$ cat src/rtl/pipe_hazard_unit_if.sv
// pipe_hazard_unit_if: decode issue, memory/branch requests and hazard-unit results.
// master = decode/pipeline side, slave = pipe_hazard_unit.
interface pipe_hazard_unit_if #(
    parameter int NUM_STAGES = 5,
    parameter int NUM_REGS   = 8
);
    localparam int REG_BITS   = $clog2(NUM_REGS);
    localparam int STAGE_BITS = $clog2(NUM_STAGES);
    localparam int D          = NUM_STAGES - 2;
    logic                  en;
    logic                  issue_valid;
    logic [REG_BITS-1:0]   issue_rd;
    logic                  issue_wb;
    logic                  issue_load;
    logic                  issue_store;
    logic [REG_BITS-1:0]   issue_rx;
    logic [REG_BITS-1:0]   issue_ry;
    logic                  issue_use_rx;
    logic                  issue_use_ry;
    logic                  mem_waitreq;
    logic                  flush_req;
    logic                  issue_ready;
    logic [STAGE_BITS-1:0] fwd_x_sel;
    logic [STAGE_BITS-1:0] fwd_y_sel;
    logic [D-1:0]          occupancy;
    logic                  wb_valid;
    logic [REG_BITS-1:0]   wb_rd;
    logic [15:0]           stall_cycles;
    modport master (
        output en, issue_valid, issue_rd, issue_wb, issue_load, issue_store,
               issue_rx, issue_ry, issue_use_rx, issue_use_ry, mem_waitreq, flush_req,
        input  issue_ready, fwd_x_sel, fwd_y_sel, occupancy, wb_valid, wb_rd, stall_cycles
    );
    modport slave (
        input  en, issue_valid, issue_rd, issue_wb, issue_load, issue_store,
               issue_rx, issue_ry, issue_use_rx, issue_use_ry, mem_waitreq, flush_req,
        output issue_ready, fwd_x_sel, fwd_y_sel, occupancy, wb_valid, wb_rd, stall_cycles
    );
endinterface

$ cat src/rtl/pipe_hazard_unit.sv
// pipe_hazard_unit: tracks Execute..Writeback slots, issues/interlocks Decode, flushes, forwarding.
// Optional PIPE_STALL_CNT_EN adds a saturating 16-bit stall counter.
module pipe_hazard_unit #(
    parameter int NUM_STAGES = 5,
    parameter int NUM_REGS   = 8,
    parameter int MEM_STAGE  = 3
) (
    input logic               clk,
    input logic               rst,
    pipe_hazard_unit_if.slave bus
);
    localparam int REG_BITS   = $clog2(NUM_REGS);
    localparam int STAGE_BITS = $clog2(NUM_STAGES);
    localparam int D          = NUM_STAGES - 2;
    localparam int M          = MEM_STAGE - 2;

    typedef struct packed {
        logic                valid;
        logic                wb;
        logic                load;
        logic                store;
        logic [REG_BITS-1:0] rd;
    } slot_t;

    slot_t                 slots [D];
    slot_t                 nxt   [D];
    slot_t                 issue_rec;
    logic                  active, mem_stall, flush, load_use, normal, advance;
    logic                  hz_x, hz_y;
    logic [STAGE_BITS-1:0] sel_x, sel_y, fwd_x, fwd_y;

    // Scan oldest to youngest so the youngest matching writer wins.
    always_comb begin
        hz_x  = 1'b0;
        hz_y  = 1'b0;
        sel_x = '0;
        sel_y = '0;
        for (int j = D - 1; j >= 0; j--) begin
            if (bus.issue_use_rx && slots[j].valid && slots[j].wb && slots[j].rd == bus.issue_rx) begin
                hz_x  = slots[j].load && (j + 3 <= MEM_STAGE);
                sel_x = (j + 3 < NUM_STAGES) ? STAGE_BITS'(j + 3) : '0;
            end
            if (bus.issue_use_ry && slots[j].valid && slots[j].wb && slots[j].rd == bus.issue_ry) begin
                hz_y  = slots[j].load && (j + 3 <= MEM_STAGE);
                sel_y = (j + 3 < NUM_STAGES) ? STAGE_BITS'(j + 3) : '0;
            end
        end
    end

    assign active          = bus.en && !rst;
    assign mem_stall       = active && bus.mem_waitreq && slots[M].valid && (slots[M].load || slots[M].store);
    assign flush           = active && !mem_stall && bus.flush_req;
    assign load_use        = active && !mem_stall && !flush && bus.issue_valid && (hz_x || hz_y);
    assign normal          = active && !mem_stall && !flush && !load_use;
    assign advance         = active && !mem_stall;
    assign bus.issue_ready = normal && bus.issue_valid;
    assign issue_rec       = bus.issue_ready ? {1'b1, bus.issue_wb, bus.issue_load, bus.issue_store, bus.issue_rd} : '0;

    // A memory stall holds Decode..Memory and drains a bubble into the stage behind it.
    always_comb begin
        nxt = slots;
        if (advance) begin
            nxt[0] = issue_rec;
            for (int j = 1; j < D; j++) nxt[j] = slots[j-1];
        end else if (mem_stall) begin
            for (int j = M + 1; j < D; j++) nxt[j] = (j == M + 1) ? '0 : slots[j-1];
        end
    end

    always_ff @(posedge clk or posedge rst) begin
        if (rst) begin
            for (int j = 0; j < D; j++) slots[j] <= '0;
            fwd_x <= '0;
            fwd_y <= '0;
        end else begin
            slots <= nxt;
            if (advance) begin
                fwd_x <= bus.issue_ready ? sel_x : '0;
                fwd_y <= bus.issue_ready ? sel_y : '0;
            end
        end
    end

    always_comb begin
        bus.occupancy = '0;
        for (int j = 0; j < D; j++) bus.occupancy[j] = slots[j].valid;
    end

    assign bus.fwd_x_sel = fwd_x;
    assign bus.fwd_y_sel = fwd_y;
    assign bus.wb_valid  = slots[D-1].valid && slots[D-1].wb;
    assign bus.wb_rd     = slots[D-1].rd;

`ifdef PIPE_STALL_CNT_EN
    logic [15:0] cnt;
    always_ff @(posedge clk or posedge rst) begin
        if (rst) cnt <= '0;
        else if (active && bus.issue_valid && !bus.issue_ready && !flush && cnt != 16'hFFFF) cnt <= cnt + 16'd1;
    end
    assign bus.stall_cycles = cnt;
`else
    assign bus.stall_cycles = 16'd0;
`endif
endmodule

$ cat src/flat_wrapper.sv
// flat-port wrapper written by rule: the top's interface ports become plain ports
module pipe_hazard_unit_flat 
#(
    parameter int NUM_STAGES = 5,
    parameter int NUM_REGS   = 8,
    parameter int MEM_STAGE  = 3
)
  (clk, rst, bus_en, bus_issue_valid, bus_issue_rd, bus_issue_wb, bus_issue_load, bus_issue_store, bus_issue_rx, bus_issue_ry, bus_issue_use_rx, bus_issue_use_ry, bus_mem_waitreq, bus_flush_req, bus_issue_ready, bus_fwd_x_sel, bus_fwd_y_sel, bus_occupancy, bus_wb_valid, bus_wb_rd, bus_stall_cycles);
  pipe_hazard_unit_if #(.NUM_STAGES(NUM_STAGES), .NUM_REGS(NUM_REGS)) bus_i ();
  input logic clk;
  input logic rst;
  input wire logic [$bits(bus_i.en)-1:0] bus_en;
  input wire logic [$bits(bus_i.issue_valid)-1:0] bus_issue_valid;
  input wire logic [$bits(bus_i.issue_rd)-1:0] bus_issue_rd;
  input wire logic [$bits(bus_i.issue_wb)-1:0] bus_issue_wb;
  input wire logic [$bits(bus_i.issue_load)-1:0] bus_issue_load;
  input wire logic [$bits(bus_i.issue_store)-1:0] bus_issue_store;
  input wire logic [$bits(bus_i.issue_rx)-1:0] bus_issue_rx;
  input wire logic [$bits(bus_i.issue_ry)-1:0] bus_issue_ry;
  input wire logic [$bits(bus_i.issue_use_rx)-1:0] bus_issue_use_rx;
  input wire logic [$bits(bus_i.issue_use_ry)-1:0] bus_issue_use_ry;
  input wire logic [$bits(bus_i.mem_waitreq)-1:0] bus_mem_waitreq;
  input wire logic [$bits(bus_i.flush_req)-1:0] bus_flush_req;
  output wire logic [$bits(bus_i.issue_ready)-1:0] bus_issue_ready;
  output wire logic [$bits(bus_i.fwd_x_sel)-1:0] bus_fwd_x_sel;
  output wire logic [$bits(bus_i.fwd_y_sel)-1:0] bus_fwd_y_sel;
  output wire logic [$bits(bus_i.occupancy)-1:0] bus_occupancy;
  output wire logic [$bits(bus_i.wb_valid)-1:0] bus_wb_valid;
  output wire logic [$bits(bus_i.wb_rd)-1:0] bus_wb_rd;
  output wire logic [$bits(bus_i.stall_cycles)-1:0] bus_stall_cycles;
  assign bus_i.en = bus_en;
  assign bus_i.issue_valid = bus_issue_valid;
  assign bus_i.issue_rd = bus_issue_rd;
  assign bus_i.issue_wb = bus_issue_wb;
  assign bus_i.issue_load = bus_issue_load;
  assign bus_i.issue_store = bus_issue_store;
  assign bus_i.issue_rx = bus_issue_rx;
  assign bus_i.issue_ry = bus_issue_ry;
  assign bus_i.issue_use_rx = bus_issue_use_rx;
  assign bus_i.issue_use_ry = bus_issue_use_ry;
  assign bus_i.mem_waitreq = bus_mem_waitreq;
  assign bus_i.flush_req = bus_flush_req;
  assign bus_issue_ready = bus_i.issue_ready;
  assign bus_fwd_x_sel = bus_i.fwd_x_sel;
  assign bus_fwd_y_sel = bus_i.fwd_y_sel;
  assign bus_occupancy = bus_i.occupancy;
  assign bus_wb_valid = bus_i.wb_valid;
  assign bus_wb_rd = bus_i.wb_rd;
  assign bus_stall_cycles = bus_i.stall_cycles;
  pipe_hazard_unit #(.NUM_STAGES(NUM_STAGES), .NUM_REGS(NUM_REGS), .MEM_STAGE(MEM_STAGE)) u_core (.clk(clk), .rst(rst), .bus(bus_i));
endmodule
$ cat config.mk
export PLATFORM = sky130hd
export DESIGN_NAME = pipe_hazard_unit_flat
export DESIGN_NICKNAME = d
export VERILOG_FILES = /design/src/rtl/pipe_hazard_unit_if.sv /design/src/rtl/pipe_hazard_unit.sv /design/src/flat_wrapper.sv
export SDC_FILE = /design/constraint.sdc
export NUM_CORES = 1
export LEC_CHECK = 0
export CORE_MARGIN = 1
export CORE_UTILIZATION = 46
export CTS_CLUSTER_SIZE = 8
export DETAILED_ROUTE_END_ITERATION = 6
export PLACE_DENSITY_LB_ADDON = 0.25
export SLEW_MARGIN = 10
export SYNTH_ARGS = -nofsm -noshare
export SYNTH_HDL_FRONTEND = slang
export SYNTH_SLANG_ARGS = --single-unit
export TNS_END_PERCENT = 1
$ cat constraint.sdc
create_clock -name clk -period 4.4 [get_ports clk]
set_input_delay 0.88 -clock clk [delete_from_list [all_inputs] [get_ports clk]]
set_output_delay 0.88 -clock clk [all_outputs]
set_load 0.02 [all_outputs]
**Run 1: signal wires on met1**

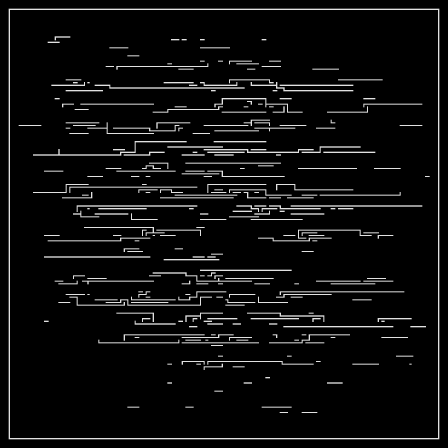
nets with wire on the layer: 138
wire length on this layer: 1,040 um
main direction: horizontal
share of all routed wire: 42%
longest straight run: 17.0 um

**Run 1: M2 wires**

The bar under the picture is 20 um long.
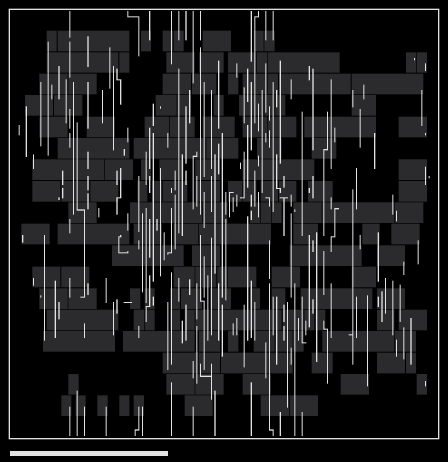
main direction: vertical
wire length on this layer: 1,200 um
nets with wire on the layer: 150
longest straight run: 22.1 um
share of all routed wire: 49%

**Run 1: metal 3**

The bar under the picture is 20 um long.
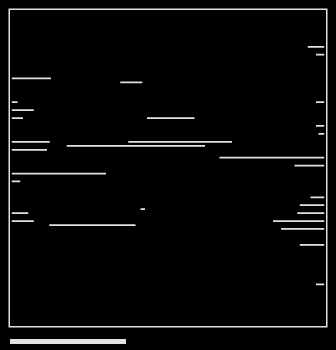
share of all routed wire: 7.1%
nets with wire on the layer: 28
main direction: horizontal
via count: 939
DRT Wirelength: 2467 um
met3 usage in global routing: 0.04167

==> results.sh, run 1 <==
# implementation run metrics
export IMPL_avgSynthCellArea_sq_um=10.30
export IMPL_post_cts_buffers=0
export IMPL_largest_cell_class="flip-flops and latches"
export IMPL_lay_top_cells="33 x clkdlybuf4s50_1, 24 x nand2_1, 23 x dfrtp_1, 16 x conb_1, 10 x xor2_1"
export IMPL_ys_seq_share=0.4582
export IMPL_grt_max_degree=25
export IMPL_critPathMaxFanout=4
export IMPL_yosysTopAreaCell="dfrtp_1"
export IMPL_yosys_area_share_adder=0
export IMPL_slew_violations=0
export IMPL_placed_area_sq_um=1504
export IMPL_maxSlewHeadroom=0.6365
export IMPL_clock_sinks=23
export IMPL_stdcell_area_sq_um=1531
export IMPL_status="finished clean"
export IMPL_ctsHoldBuffers=0
export IMPL_worstSetupPathType="in -> out"
export IMPL_root_buffer="clkbuf_4"
export IMPL_core_util_floorplan=0.4980
export IMPL_layout_setup_ws_ns=0.5997
export IMPL_p_leak_nw=0.7134
export IMPL_timing_rr_end="u_core.slots[15]$_DFFE_PP0N_"
export IMPL_yosysWarningCount=0
export IMPL_aoi_share=0.1345
export IMPL_buffers_excl_clock=36
export IMPL_skew_ns=0.008834
export IMPL_drtIter0Drc=15
export IMPL_tightest_slew_ns=0.5428
export IMPL_postSynthCellCount=122
export IMPL_power_density_nw_per_um2=292.4
export IMPL_mux_share=0
export IMPL_comb_share=0.3489
export IMPL_p_clk_frac=0.220
export IMPL_cts_resized=0
export IMPL_final_cells=180
export IMPL_switching_share=0.3024
export IMPL_cts_tree="yes"
export IMPL_pwr_share_seq=0.554
export IMPL_buf_share=0.2304
export IMPL_top_cell_area_share=0.4582
export IMPL_num_fill_cells=240
export IMPL_largest_reg_flops=13
export IMPL_final_layout_size_suffix_gt1_frac=0.06667
export IMPL_clkTransAtPathRegs_ns=0.13
**Run 1: routing congestion map**

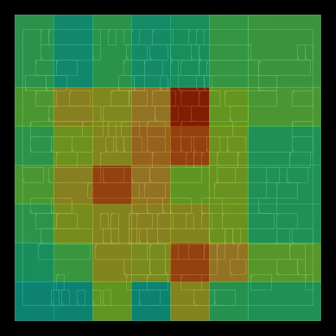

## Run 2: what changed since run 1
- CAP_MARGIN: unset -> 20
- CORE_UTILIZATION: 46 -> 30
**Run 2: routing congestion map**

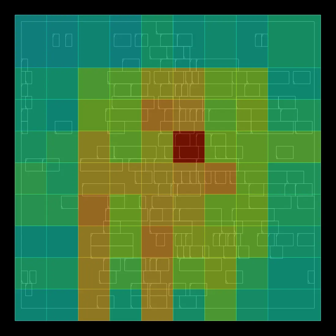
Routed WL per cell: 12.69 um
busiest grt layer: met2
met1 usage: 0.1512
met3 usage in global routing: 0.02226

**Run 2: metal 3**

The bar under the picture is 20 um long.
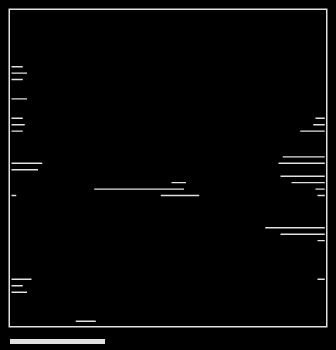
wire length on this layer: 140 um
main direction: horizontal
longest straight run: 18.6 um
nets with wire on the layer: 29
share of all routed wire: 5.5%
DRT Wirelength: 2538 um
via count: 899

==> results.sh, run 2 <==
# implementation run metrics
export IMPL_skew_ns=0.0007633
export IMPL_aoi_share=0.1345
export IMPL_post_cts_buffers=0
export IMPL_ys_seq_share=0.4582
export IMPL_final_layout_size_suffix_gt1_frac=0.06000
export IMPL_core_util_floorplan=0.3140
export IMPL_pwr_share_seq=0.518
export IMPL_switching_share=0.2825
export IMPL_postSynthCellCount=122
export IMPL_grt_max_degree=25
export IMPL_yosysTopAreaCell="dfrtp_1"
export IMPL_buffers_excl_clock=36
export IMPL_lay_top_cells="33 x clkdlybuf4s50_1, 24 x nand2_1, 23 x dfrtp_1, 16 x conb_1, 10 x xor2_1"
export IMPL_status="finished clean"
export IMPL_layout_setup_ws_ns=0.5582
export IMPL_ctsHoldBuffers=0
export IMPL_root_buffer="clkbuf_8"
export IMPL_comb_share=0.3394
export IMPL_stdcell_area_sq_um=1574
export IMPL_clkTransAtPathRegs_ns=0.08
export IMPL_cts_tree="yes"
export IMPL_yosys_area_share_adder=0
export IMPL_timing_rr_end="u_core.slots[15]$_DFFE_PP0N_"
export IMPL_num_fill_cells=409
export IMPL_top_cell_area_share=0.4582
export IMPL_buf_share=0.2242
export IMPL_mux_share=0
export IMPL_largest_reg_flops=13
export IMPL_clock_sinks=23
export IMPL_avgSynthCellArea_sq_um=10.30
export IMPL_drtIter0Drc=41
export IMPL_critPathMaxFanout=4
export IMPL_placed_area_sq_um=1529
export IMPL_power_density_nw_per_um2=303.7
